Cell outlines without signal wires:
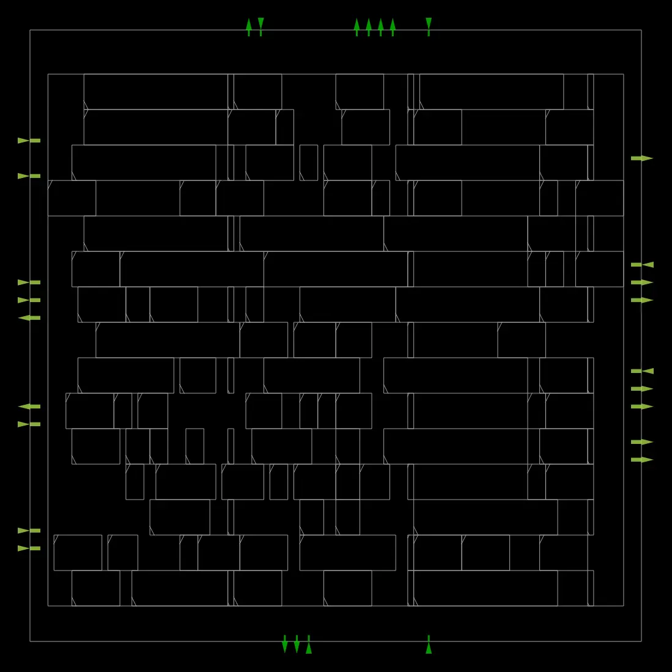
Clock distribution:
Bar = 10 um.
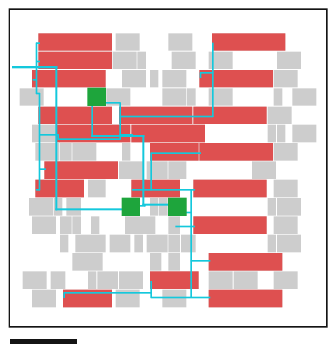
Design ri_queue, sky130hd; sources not shown.
==> results.py <==
# Physical implementation metrics
metrics = {
    "global_routing": {
        "grt_util_met1_pct": 14.2,
        "grt-busiest-layer": "met2",
        "grt_antenna_before_repair": 0,
    },
    "outcome": {
        "status": "finished clean",
    },
    "floorplanning": {
        "core_um2": 1800,
    },
    "final_timing": {
        "whs_ns": 0.524,
        "report.final.slew_viol_count": 0,
        "hold_viol_final": 0,
    },
    "clock_network": {
        "cts_max_path_buffers": 2,
    },
    "setup_path": {
        "rrSetupSlack_ns": 1.17,
        "cp-end-kind": "output pin",
    },
    "power_and_ir_drop": {
        "ir_drop_v": 0.000312,
        "leakagePower_uw": 0.000410,
    },
    "synthesis": {
        "syn_area_per_cell_um2": 12.9,
        "yosysMostFrequentCell": "edfxtp_1",
        "synthCells": 67,
        "yosys_most_used_dff": "edfxtp_1",
    },
    "placed_design": {
        "dpl_cell_area_um2": 1170,
        "place_ws_ns": 0.715,
    },
    "cells_and_area": {
        "final_cells": 120,
    },
}
## Picture notes: 'cell outlines without signal wires'
row cnt: 15
Filler Cells Inserted: 160
sequential cell area share: 48.6%

## Picture notes: 'clock distribution'
[green] clock drivers | count: 3
[red] flip-flops | count: 21
[cyan] clock wires | length: 214 um
routed clock nets: 4
clock group share of total power: 23.1%
Max Clock Skew: 0.00130 ns
worst-skew pair later-pin latency: 0.30 ns
Clk. pwr: 138 uW

-- routing by layer --
layer | share of wire (%) | up-vias
li1 | - | 284
met1 | 40 | 261
met2 | 51 | 23
met3 | 7.0 | 4
met4 | 2.3 | 0
met5 | 0 | -
-- critical path, stage by stage (launching register included) --
cell,delay (ns)
dfxtp_1,0.38
nor2_1,0.48
nor2_1,0.13
clkdlybuf4s50_1,0.50
-- cell usage in the layout, fill, tap and decap left out, types with 3 or more instances in the layout --
| cell | n |
|---|---|
| clkdlybuf4s50_1 | 28 |
| edfxtp_1 | 16 |
| nor2_1 | 13 |
| mux2i_1 | 8 |
| dfxtp_1 | 5 |
| inv_1 | 4 |
| o21ai_0 | 3 |
| xor2_1 | 3 |
| clkbuf_4 | 3 |
-- final cells by class --
class,count,area share [%]
well taps,25,2.62
inverters,4,1.26
multi-input cells,36,20.5
repair buffers,30,24.7
clock buffers,3,1.88
flip-flops and latches,21,48.6
clock inverters,1,0.419
-- power by group --
part / switching [uW] / internal [uW] / leakage, uW
Sequential: 7.34 / 341 / 0.000186
Clock: 84.9 / 52.9 / 0.0000177
Combinational: 46.0 / 63.4 / 0.000206
Total: 138 / 458 / 0.000410
-- logic make-up (layout without fill, tap and decap cells) --
group	after synthesis	count (layout)	share of synthesized area, %
XOR/XNOR	3	3	3.03
buffers and inverters	10	38	6.20
adder cells (fa/ha/maj)	1	1	1.44
AND/OR/NAND/NOR	19	19	10.2
multiplexers	8	8	9.24
flip-flops	21	21	67.0
AND-OR/OR-AND	5	5	2.89
Power figures rest on the tool's default switching activity, not on a simulated workload.
